**PDN straps and rails**

Pins as bars on the die edge.
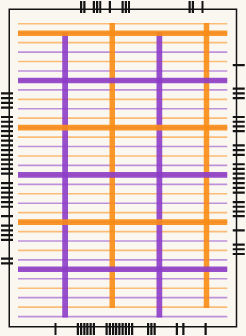
**Placed cells, one color a class**

Scale bar: 20 um.
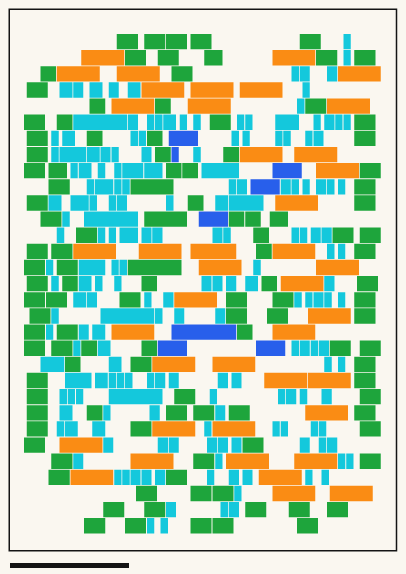
**Routed clock nets over the placement**

Scale bar: 20 um.
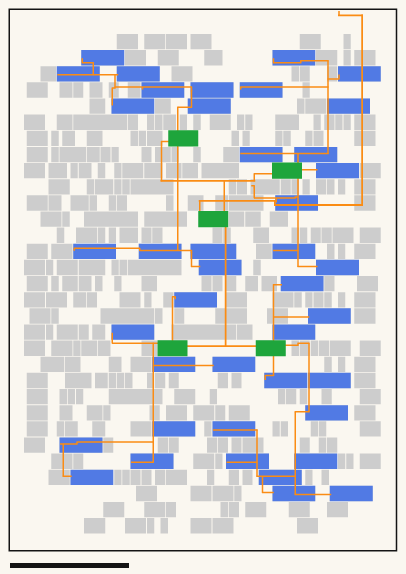
**Signal wires by layer**

Two of the layers only.
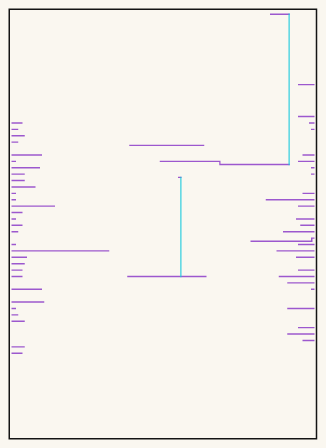
--- src/rtl/mem_port_arbiter.sv ---
// Two-port arbiter sharing a single-port RAM between the I2C memory interface (port 0)
// and a local host (port 1), with round-robin ties, read-return tagging and write protection.
module mem_port_arbiter #(
    parameter int AW     = 7,
    parameter int DW     = 8,
    parameter int RD_LAT = 1
) (
    input  logic          clk,
    input  logic          rst_n,

    input  logic          p0_req,
    input  logic          p0_we,
    input  logic [AW-1:0] p0_addr,
    input  logic [DW-1:0] p0_wdata,
    output logic          p0_gnt,
    output logic          p0_rvalid,
    output logic [DW-1:0] p0_rdata,
    output logic          p0_err,

    input  logic          p1_req,
    input  logic          p1_we,
    input  logic [AW-1:0] p1_addr,
    input  logic [DW-1:0] p1_wdata,
    output logic          p1_gnt,
    output logic          p1_rvalid,
    output logic [DW-1:0] p1_rdata,
    output logic          p1_err,

    input  logic          wp_en,
    input  logic [AW-1:0] wp_base,

    output logic [AW-1:0] mem_address,
    output logic [DW-1:0] mem_data,
    output logic          mem_wren,
    input  logic [DW-1:0] mem_q
);

    localparam int TAG_DEPTH = 1 + RD_LAT;

    function automatic logic is_protected(input logic          en,
                                          input logic [AW-1:0] addr,
                                          input logic [AW-1:0] base);
        return en && (addr >= base);
    endfunction

    logic [1:0]           gnt_s;
    logic                 win_s;
    logic                 sel_we_s;
    logic [AW-1:0]        sel_addr_s;
    logic [DW-1:0]        sel_wdata_s;
    logic                 prot_s;
    logic                 grant_any_s;
    logic                 wr_ok_s;
    logic                 wr_rej_s;
    logic                 rd_push_s;
    logic                 exit_vld_s;
    logic                 exit_port_s;

    logic                 last_gnt_q,  last_gnt_d;
    logic [AW-1:0]        mem_addr_q,  mem_addr_d;
    logic [DW-1:0]        mem_data_q,  mem_data_d;
    logic                 mem_wren_q,  mem_wren_d;
    logic [TAG_DEPTH-1:0] tag_vld_q,   tag_vld_d;
    logic [TAG_DEPTH-1:0] tag_port_q,  tag_port_d;
    logic [1:0]           rvalid_q,    rvalid_d;
    logic [1:0]           err_q,       err_d;
    logic [DW-1:0]        rdata0_q,    rdata0_d;
    logic [DW-1:0]        rdata1_q,    rdata1_d;

    // Arbitration: sole requester wins; on a tie the port not granted last wins.
    always_comb begin
        gnt_s = 2'b00;
        win_s = 1'b0;
        if (!rst_n) begin
            gnt_s = 2'b00;
            win_s = 1'b0;
        end else begin
            case ({p1_req, p0_req})
                2'b01: begin
                    gnt_s = 2'b01;
                    win_s = 1'b0;
                end
                2'b10: begin
                    gnt_s = 2'b10;
                    win_s = 1'b1;
                end
                2'b11: begin
                    if (last_gnt_q) begin
                        gnt_s = 2'b01;
                        win_s = 1'b0;
                    end else begin
                        gnt_s = 2'b10;
                        win_s = 1'b1;
                    end
                end
                default: begin
                    gnt_s = 2'b00;
                    win_s = 1'b0;
                end
            endcase
        end
    end

    // Request-field mux for the winning port and access classification.
    always_comb begin
        if (win_s) begin
            sel_we_s    = p1_we;
            sel_addr_s  = p1_addr;
            sel_wdata_s = p1_wdata;
        end else begin
            sel_we_s    = p0_we;
            sel_addr_s  = p0_addr;
            sel_wdata_s = p0_wdata;
        end
        prot_s      = is_protected(wp_en, sel_addr_s, wp_base);
        grant_any_s = |gnt_s;
        wr_ok_s     = grant_any_s && sel_we_s && !prot_s;
        wr_rej_s    = grant_any_s && sel_we_s && prot_s;
        rd_push_s   = grant_any_s && !sel_we_s;
        exit_vld_s  = tag_vld_q[TAG_DEPTH-1];
        exit_port_s = tag_port_q[TAG_DEPTH-1];
    end

    // Next-state for RAM drive, tag pipeline and per-port responses.
    always_comb begin
        if (grant_any_s) begin
            last_gnt_d = win_s;
            mem_addr_d = sel_addr_s;
            mem_data_d = sel_wdata_s;
        end else begin
            last_gnt_d = last_gnt_q;
            mem_addr_d = mem_addr_q;
            mem_data_d = mem_data_q;
        end
        mem_wren_d  = wr_ok_s;
        tag_vld_d   = {tag_vld_q[TAG_DEPTH-2:0], rd_push_s};
        tag_port_d  = {tag_port_q[TAG_DEPTH-2:0], win_s};
        rvalid_d[0] = exit_vld_s && !exit_port_s;
        rvalid_d[1] = exit_vld_s && exit_port_s;
        err_d[0]    = wr_rej_s && !win_s;
        err_d[1]    = wr_rej_s && win_s;
        if (rvalid_d[0]) begin
            rdata0_d = mem_q;
        end else begin
            rdata0_d = rdata0_q;
        end
        if (rvalid_d[1]) begin
            rdata1_d = mem_q;
        end else begin
            rdata1_d = rdata1_q;
        end
    end

    // State registers; reset discards in-flight read tags so no stale rvalid escapes.
    always_ff @(posedge clk) begin
        if (!rst_n) begin
            last_gnt_q <= 1'b1;
            mem_addr_q <= {AW{1'b0}};
            mem_data_q <= {DW{1'b0}};
            mem_wren_q <= 1'b0;
            tag_vld_q  <= {TAG_DEPTH{1'b0}};
            tag_port_q <= {TAG_DEPTH{1'b0}};
            rvalid_q   <= 2'b00;
            err_q      <= 2'b00;
            rdata0_q   <= {DW{1'b0}};
            rdata1_q   <= {DW{1'b0}};
        end else begin
            last_gnt_q <= last_gnt_d;
            mem_addr_q <= mem_addr_d;
            mem_data_q <= mem_data_d;
            mem_wren_q <= mem_wren_d;
            tag_vld_q  <= tag_vld_d;
            tag_port_q <= tag_port_d;
            rvalid_q   <= rvalid_d;
            err_q      <= err_d;
            rdata0_q   <= rdata0_d;
            rdata1_q   <= rdata1_d;
        end
    end

    assign p0_gnt      = gnt_s[0];
    assign p1_gnt      = gnt_s[1];
    assign p0_rvalid   = rvalid_q[0];
    assign p1_rvalid   = rvalid_q[1];
    assign p0_err      = err_q[0];
    assign p1_err      = err_q[1];
    assign p0_rdata    = rdata0_q;
    assign p1_rdata    = rdata1_q;
    assign mem_address = mem_addr_q;
    assign mem_data    = mem_data_q;
    assign mem_wren    = mem_wren_q;

endmodule

--- config.mk ---
export PLATFORM = sky130hd
export DESIGN_NAME = mem_port_arbiter
export DESIGN_NICKNAME = d
export VERILOG_FILES = /design/src/rtl/mem_port_arbiter.sv
export SDC_FILE = /design/constraint.sdc
export NUM_CORES = 1
export LEC_CHECK = 0
export ABC_AREA = 1
export ABC_CLOCK_PERIOD_IN_PS = 2029
export CORE_AREA = 2 2 63 89
export DETAILED_ROUTE_END_ITERATION = 10
export DIE_AREA = 0 0 65 91
export PLACE_DENSITY_LB_ADDON = 0.1
export SLEW_MARGIN = 40
export SYNTH_ARGS = -nofsm -noshare
export SYNTH_HDL_FRONTEND = slang
export SYNTH_SLANG_ARGS = --single-unit
--- constraint.sdc ---
create_clock -name clk -period 2.03 [get_ports clk]
set_clock_uncertainty 0.2 [all_clocks]
set_input_delay 0.406 -clock clk [delete_from_list [all_inputs] [get_ports clk]]
set_output_delay 0.406 -clock clk [all_outputs]
set_load 0.005 [all_outputs]
==> run notes <==
fresh numbers from the pnr run: Slew Viols, Final 0, tapcell count approximately 66, fa+ha+maj area frac around 4.9%, post-synthesis register bit count about 40, area of the core 5081 um2, antenna-violating nets left 0, critical path depth 13, Reg-to-Reg Start last_gnt_q, crit path time final 1.948 ns, Max Clock Freq 513.5 MHz, Top-Level Pins around 90, Yosys cell types 21, Pwr Total between 1.5 and 2 mW, Top-area cell share 46.07%, Top cell excl fill/tap clkdlybuf4s50_1, first-pass GRT wire length 7.686 mm, count of non-CTS buffers in the layout between 100 and 150, sequential share of the synthesized area between 40% and 50%, worst-path fanout max 4, ant diodes 0, clk root buf clkbuf_8, non-clk buf share between 30 and 40%, Pre-antenna DRT Iters 3, Synth top cells by count nand2_1, dfxtp_1, nor2_1, o21ai_0, inv_1, Clock transition at path regs 0.08 ns, port bufs 89, PD cells roughly 630 nW/um2, logic area 897.1 um2, CLK BUF 7, endpoints failing setup 0, floorplan net count between 200 and 300, CP Capture Point err_q[0], cells after synthesis approximately 240, initial antenna violation count 0, DIE AREA 5915 um2, Syn Std Cell Area ~1800 um2, worst setup margin approximately 0.082 ns, Hold Path Depth 2, crit end category flip-flop, Comb/total area between 20% and 30%, Place WS -0.5158 ns, outcome finished clean, Tool Warnings 27, period utilization around 96%, Min Hold Slack 0.2162 ns, Post-Synth XOR/XNOR Area 0%, CP max stage delay ~0.30 ns, drt wl/cell approximately 11 um, Worst path slowest cell ha_1, Mux cell area share 0%, HPWL after detailed placement between 3 and 4 mm, Post-CTS Setup Bufs 1, setup tns final 0 ns, Die W between 60 and 70 um, RSZ-0062 raised after global routing true, Commonest flop dfxtp_1, post-cts gate resize count 9, CP cell instances clkdlybuf4s15_1, nand2_2, nand3_4, clkbuf_16, nand2_4, nand2_1, ha_1, nand2_2, inv_2, a21oi_2, nand3_2, nand2_2, nor2_1, first-iteration detailed-routing DRC count ~57, most numerous logic cells after layout clkdlybuf4s50_1, nor2_1, dfxtp_1, nand2_1, o21ai_0, total congestion overflow 0, vias per inst 4.487, Area-dominant class buffers, Synth Area per Inst roughly 7.5 um2, EDFF count, synth 0, crit-path leading delay family simple AND/OR/NAND/NOR gates, Starting Density between 30% and 40%, Hold EP tag_vld_q[1], fillers approximately 460, simple share about a quarter, pin count of the biggest net entering global routing 36, Top area cell types dfxtp_1, nand2_1, nor2_1, R2R cell count 12, net count of the finished layout 409, top comb family, area simple AND/OR/NAND/NOR gates, Worst Tran Pin Value roughly 0.34 ns, Logic Gate Count 162, Area growth syn-to-layout 76.33%, layout cells sized above 1 around 18%, seq_cells approximately 41, asr flop ratio synth 0%, Max IR drop VDD between 0.2 and 0.3 mV, yosys aoi share 14.26%, Req. time, crit path between 2 and 2.5 ns
-- 'PDN straps and rails' (at the start) --
legend:
  purple:
    net: VSS
  orange:
    net: VDD
met4 straps: 4
rows: 31

-- 'placed cells, one color a class' (at the start) --
legend:
  blue:
    class: clock drivers and dummy loads
    cells: 8
    share_of_their_area: 3.8%
  cyan:
    class: all other logic
    cells: 187
    share_of_their_area: 33%
  green:
    class: other buffers and delay cells
    cells: 115
    share_of_their_area: 37%
  orange:
    class: flip-flops
    cells: 41
    share_of_their_area: 27%
number of cell rows: 31
post-layout util: 61.83%

-- 'routed clock nets over the placement' (at the start) --
legend:
  green:
    item: cells driving clock nets
    count: 5
  blue:
    item: flip-flops
    count: 41
  orange:
    item: clock wires
    length: 504 um
flops lie: all over the die
Latency at later pin: 0.29 ns
Clk pwr share: 33.6%
clock network power: 0.668 mW

-- 'signal wires by layer' (at the start) --
legend:
  purple:
    layer: met3
    wire_length: 267 um
  cyan:
    layer: met4
    wire_length: 53.0 um

[report_power, final]
| group | internal, mW | switching, mW |
|---|---|---|
| Clock | 0.401 | 0.268 |
| Combinational | 0.269 | 0.179 |
| Sequential | 0.851 | 0.0216 |
[routing by layer]
metal	share of wire, %	vias to the layer above	GRT usage (%)	wire [um]
li1	-	986	-	-
met1	40	817	17.46	1924
met2	53	64	30.84	2545
met3	5.6	4	4.585	266
met4	1.1	0	5.674	53
met5	0	-	0	0
[stage by stage]
step	utilization, %	cells	instance area, um2
after floorplan	-	237	1782
after global placement	56.32	405	2861
after global routing	61.83	417	3142
final	61.83	417	3142
after detailed placement	56.32	405	2861
after CTS	59.07	414	3002
No activity file was given, so power comes from the tool's default toggle rates.
